$ cat src/rtl/stopwatch_ctrl_pkg.sv
// Shared types and constants for the MM:SS stopwatch controller.
package stopwatch_ctrl_pkg;

    typedef enum logic [1:0] {
        ST_IDLE  = 2'd0,
        ST_RUN   = 2'd1,
        ST_PAUSE = 2'd2
    } state_t;

    localparam int unsigned DIGIT_W = 4;

    localparam int unsigned DEF_LIM0 = 10;
    localparam int unsigned DEF_LIM1 = 6;
    localparam int unsigned DEF_LIM2 = 10;
    localparam int unsigned DEF_LIM3 = 6;

endpackage

$ cat src/rtl/stopwatch_ctrl_if.sv
// Button pulses in, display/status out, between debouncer and 7-seg driver.
interface stopwatch_ctrl_if;
    import stopwatch_ctrl_pkg::*;

    logic                   start_stop;
    logic                   clear;
    logic                   split;
    logic [4*DIGIT_W-1:0]   disp_digits;
    logic                   running;
    logic                   frozen;
    logic                   tick;
    logic                   wrap;

    modport master (
        output start_stop, clear, split,
        input  disp_digits, running, frozen, tick, wrap
    );

    modport slave (
        input  start_stop, clear, split,
        output disp_digits, running, frozen, tick, wrap
    );

endinterface

$ cat src/rtl/stopwatch_ctrl_digit.sv
// One limited-increment digit stage: counts 0..L-1, carries out on rollover.
module stopwatch_digit
    import stopwatch_ctrl_pkg::*;
#(
    parameter int unsigned L = 10
) (
    input  logic               clk,
    input  logic               reset,
    input  logic               ci,
    output logic [DIGIT_W-1:0] q,
    output logic               co
);

    localparam logic [DIGIT_W:0] LIM_V = (DIGIT_W+1)'(L);

    logic [DIGIT_W:0] inc;
    logic             at_lim;

    // Out-of-range values also satisfy the compare, so they roll to 0 with carry.
    assign inc    = {1'b0, q} + 1'b1;
    assign at_lim = (inc >= LIM_V);
    assign co     = ci & at_lim;

    // Digit register: hold without carry-in, otherwise increment or roll over.
    always_ff @(posedge clk) begin
        if (reset) begin
            q <= '0;
        end else if (ci) begin
            q <= at_lim ? '0 : inc[DIGIT_W-1:0];
        end
    end

endmodule

$ cat src/rtl/stopwatch_ctrl.sv
// Stopwatch controller: tick prescaler, run/pause/clear FSM, split freeze.
module stopwatch_ctrl
    import stopwatch_ctrl_pkg::*;
#(
    parameter int unsigned TICK_DIV = 100000000,
    parameter int unsigned LIM0     = DEF_LIM0,
    parameter int unsigned LIM1     = DEF_LIM1,
    parameter int unsigned LIM2     = DEF_LIM2,
    parameter int unsigned LIM3     = DEF_LIM3
) (
    input  logic            clk,
    input  logic            reset,
    stopwatch_ctrl_if.slave bus
);

    localparam int unsigned    PW      = $clog2(TICK_DIV);
    localparam logic [PW-1:0]  PRE_MAX = PW'(TICK_DIV - 1);

    state_t                 state;
    state_t                 next_state;
    logic                   clr_go;
    logic [PW-1:0]          presc;
    logic                   tick;
    logic                   freeze;
    logic [4*DIGIT_W-1:0]   snapshot;
    logic [4*DIGIT_W-1:0]   digits;
    logic [4:0]             carry;
    logic                   digit_rst;

    // State register.
    always_ff @(posedge clk) begin
        if (reset) begin
            state <= ST_IDLE;
        end else begin
            state <= next_state;
        end
    end

    // Next-state logic; clear beats start_stop while paused.
    always_comb begin
        next_state = state;
        clr_go     = 1'b0;
        case (state)
            ST_IDLE: begin
                if (bus.start_stop) next_state = ST_RUN;
            end
            ST_RUN: begin
                if (bus.start_stop) next_state = ST_PAUSE;
            end
            ST_PAUSE: begin
                if (bus.clear) begin
                    next_state = ST_IDLE;
                    clr_go     = 1'b1;
                end else if (bus.start_stop) begin
                    next_state = ST_RUN;
                end
            end
            default: next_state = ST_IDLE;
        endcase
    end

    assign tick = (state == ST_RUN) && (presc == PRE_MAX);

    // Prescaler advances only while running; pausing keeps the partial count.
    always_ff @(posedge clk) begin
        if (reset || clr_go) begin
            presc <= '0;
        end else if (state == ST_RUN) begin
            presc <= tick ? '0 : presc + 1'b1;
        end
    end

    // Split toggles freeze outside IDLE; the snapshot is taken on the 0->1 edge.
    always_ff @(posedge clk) begin
        if (reset) begin
            freeze   <= 1'b0;
            snapshot <= '0;
        end else if (clr_go) begin
            freeze   <= 1'b0;
        end else if (bus.split && (state != ST_IDLE)) begin
            freeze <= ~freeze;
            if (!freeze) snapshot <= digits;
        end
    end

    // Clearing from PAUSED reuses the digit stages' synchronous reset.
    assign digit_rst = reset | clr_go;
    assign carry[0]  = tick;

    stopwatch_digit #(.L(LIM0)) u_d0 (
        .clk(clk), .reset(digit_rst), .ci(carry[0]),
        .q(digits[0*DIGIT_W +: DIGIT_W]), .co(carry[1])
    );
    stopwatch_digit #(.L(LIM1)) u_d1 (
        .clk(clk), .reset(digit_rst), .ci(carry[1]),
        .q(digits[1*DIGIT_W +: DIGIT_W]), .co(carry[2])
    );
    stopwatch_digit #(.L(LIM2)) u_d2 (
        .clk(clk), .reset(digit_rst), .ci(carry[2]),
        .q(digits[2*DIGIT_W +: DIGIT_W]), .co(carry[3])
    );
    stopwatch_digit #(.L(LIM3)) u_d3 (
        .clk(clk), .reset(digit_rst), .ci(carry[3]),
        .q(digits[3*DIGIT_W +: DIGIT_W]), .co(carry[4])
    );

    assign bus.disp_digits = freeze ? snapshot : digits;
    assign bus.running     = (state == ST_RUN);
    assign bus.frozen      = freeze;
    assign bus.tick        = tick;
    assign bus.wrap        = carry[4];

endmodule

$ cat src/flat_wrapper.sv
// flat-port wrapper written by rule: the top's interface ports become plain ports
module stopwatch_ctrl_flat import stopwatch_ctrl_pkg::*;
#(
    parameter int unsigned TICK_DIV = 100000000,
    parameter int unsigned LIM0     = DEF_LIM0,
    parameter int unsigned LIM1     = DEF_LIM1,
    parameter int unsigned LIM2     = DEF_LIM2,
    parameter int unsigned LIM3     = DEF_LIM3
)
  (clk, reset, bus_start_stop, bus_clear, bus_split, bus_disp_digits, bus_running, bus_frozen, bus_tick, bus_wrap);
  stopwatch_ctrl_if bus_i ();
  input  logic clk;
  input  logic reset;
  input wire logic [$bits(bus_i.start_stop)-1:0] bus_start_stop;
  input wire logic [$bits(bus_i.clear)-1:0] bus_clear;
  input wire logic [$bits(bus_i.split)-1:0] bus_split;
  output wire logic [$bits(bus_i.disp_digits)-1:0] bus_disp_digits;
  output wire logic [$bits(bus_i.running)-1:0] bus_running;
  output wire logic [$bits(bus_i.frozen)-1:0] bus_frozen;
  output wire logic [$bits(bus_i.tick)-1:0] bus_tick;
  output wire logic [$bits(bus_i.wrap)-1:0] bus_wrap;
  assign bus_i.start_stop = bus_start_stop;
  assign bus_i.clear = bus_clear;
  assign bus_i.split = bus_split;
  assign bus_disp_digits = bus_i.disp_digits;
  assign bus_running = bus_i.running;
  assign bus_frozen = bus_i.frozen;
  assign bus_tick = bus_i.tick;
  assign bus_wrap = bus_i.wrap;
  stopwatch_ctrl #(.TICK_DIV(TICK_DIV), .LIM0(LIM0), .LIM1(LIM1), .LIM2(LIM2), .LIM3(LIM3)) u_core (.clk(clk), .reset(reset), .bus(bus_i));
endmodule
$ cat config.mk
export PLATFORM = sky130hd
export DESIGN_NAME = stopwatch_ctrl_flat
export DESIGN_NICKNAME = d
export VERILOG_FILES = /design/src/rtl/stopwatch_ctrl_pkg.sv /design/src/rtl/stopwatch_ctrl_if.sv /design/src/rtl/stopwatch_ctrl_digit.sv /design/src/rtl/stopwatch_ctrl.sv /design/src/flat_wrapper.sv
export SDC_FILE = /design/constraint.sdc
export NUM_CORES = 1
export LEC_CHECK = 0
export CAP_MARGIN = 20
export CORE_MARGIN = 8
export CORE_UTILIZATION = 62
export DETAILED_ROUTE_END_ITERATION = 6
export GPL_TIMING_DRIVEN = 0
export PLACE_DENSITY = 0.95
export SYNTH_ARGS = -nofsm -noshare
export SYNTH_HDL_FRONTEND = slang
export SYNTH_SLANG_ARGS = --single-unit
$ cat constraint.sdc
create_clock -name clk -period 4.5 [get_ports clk]
set_clock_uncertainty 0.05 [all_clocks]
set_input_delay 1.35 -clock clk [delete_from_list [all_inputs] [get_ports clk]]
set_output_delay 1.35 -clock clk [all_outputs]
set_load 0.01 [all_outputs]
pdn.png
Bar = 20 um. Pins as bars on the die edge.
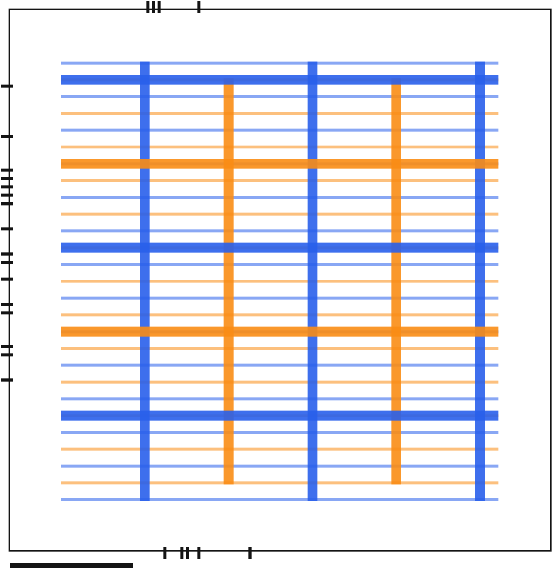
| color | net |
|---|---|
| blue | VSS |
| orange | VDD |
met1 rails: 27
met5 straps: 5
signal pins: 25
rows: 26
Die Y: 87.5 um
VDD IR-drop max: 277 uV
DIE WIDTH: 87.5 um
core area: 5010 um^2

cell_classes.png
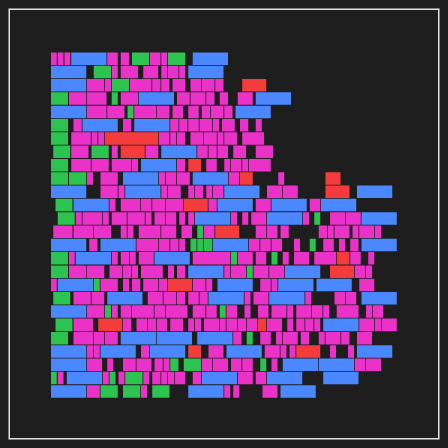
| color | class | cells | share of their area |
|---|---|---|---|
| magenta | all other logic | 289 | 52% |
| green | other buffers and delay cells | 43 | 8.7% |
| blue | flip-flops | 62 | 34% |
| red | clock drivers and dummy loads | 16 | 5.5% |
Seq/total area: 0.334
Post-Layout Inst Area: 3710 um^2
Core Util, Final: 0.741
# rows: 26

clock_map.png
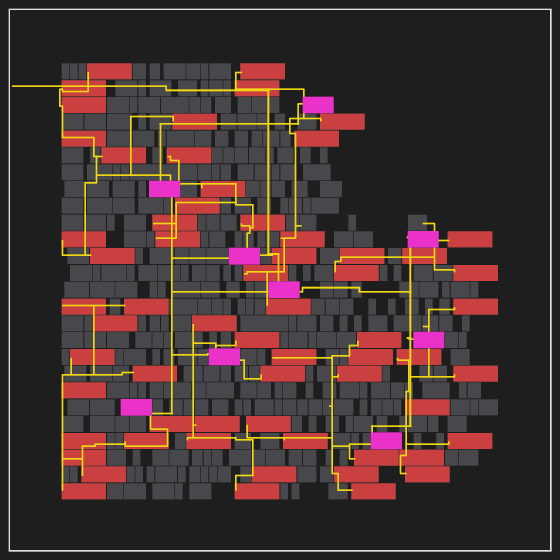
[yellow] clock wires | length: 786 um
[red] flip-flops | count: 62
[magenta] cells driving clock nets | count: 9
routed clock nets: 10
P_clk: 0.492 mW
Clk network pwr share: 0.438
Worst-Skew Late Latency: 0.35 ns

metal_stack.png
Bar = 20 um.
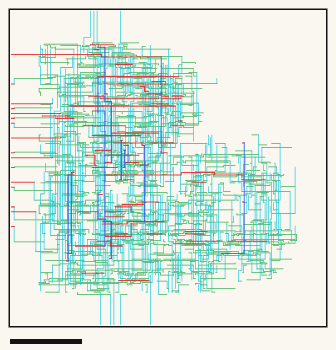
| color | layer | wire length |
|---|---|---|
| green | met1 | 3,240 um |
| red | met3 | 560 um |
| blue | met4 | 244 um |
| cyan | met2 | 3,920 um |
WL/cell: 16.6 um
all-layer global routing usage: 0.218
DR vias: 2,957

==> flow_metrics.py <==
# Flow results
metrics = {
    "run_status": {
        "status": "completed",
    },
    "synth": {
        "edf_count": 0,
        "ys_cells": 370,
        "synthDominantCellAreaShare": 0.392,
        "synthAdderAreaFrac": 0.0356,
        "netlist.top_cell.by_area": "dfxtp_1",
        "ys_seq_frac": 0.392,
        "topCellsByArea": "dfxtp_1 (39%), nor2_1 (6.4%), xor2_1 (5.8%)",
        "yosys_area_um2": 3170,
        "synth.avg_cell_area_um2": 8.56,
        "flop_cell": "dfxtp_1",
    },
    "pwr": {
        "p_sw_frac": 0.254,
        "p_total_mw": 1.13,
        "powerComb_mw": 0.0701,
        "power_leader": "registers",
    },
    "job": {
        "cap_viol_max_count": 0,
        "openroad.warnings": 30,
    },
    "clock_tree": {
        "numCtsBuffers": 9,
        "cts_root_buffer": "clkbuf_8",
        "cts_setup_buffers": 0,
        "cts_sinks": 62,
        "clk_pin_slew_ns": 0.08,
        "cts.hold.buffers_added": 0,
        "clk_path_buf_depth": 2,
    },
    "setup_path": {
        "end_kind": "output port",
        "crit_type": "reg -> out",
        "rrSetupSlack_ns": 1.58,
        "rr_endpoint": "u_core.u_d2.q[2]",
        "path_buffers": 2,
    },
    "floorplanning": {
        "initial_core_util": 0.632,
        "pin_count": 25,
    },
    "cells_and_area": {
        "fillers": 337,
        "buf_share": 0.0846,
        "lay_top_count": "dfxtp_1",
        "sh_comb_area": 0.496,
    },
    "grt": {
        "antenna_found_initial": 0,
        "grt_pass1_vias": 2877,
    },
    "timing": {
        "final.setup.tns_ns": 0,
    },
    "routing": {
        "wl_mm": 7.96,
    },
    "place": {
        "pre_cts_slack_ns": 0.127,
        "place_congestion": 0.823,
    },
}
==> stage by stage <==
stage / instance area, um^2 / hold slack, ns
6_report: 3710 / 0.454
5_1_grt: 3710 / 0.479
2_1_floorplan: 3170 / 0.404
3_5_place_dp: 3490 / 0.441
4_1_cts: 3700 / 0.452
3_3_place_gp: 3490 / 0.416
==> per-layer routing <==
layer,GRT usage,share of wire,vias to the layer above,wire (um)
met1,0.236,0.41,1390,3240
met3,0.0613,0.070,34,560
met4,0.116,0.031,0,243
met5,0,0,-,0
met2,0.374,0.49,141,3920
li1,-,-,1392,-
==> flip-flops by register name, summed over array words and instances, names as in the netlist <==
register / cells
u_core.u_d0.q: 4
u_core.presc: 27
u_core.u_d1.q: 4
u_core.snapshot: 16
u_core.u_d2.q: 4
u_core.u_d3.q: 4
u_core.state: 2
u_core.bus.frozen: 1
Power is estimated from default activity; no workload was simulated.
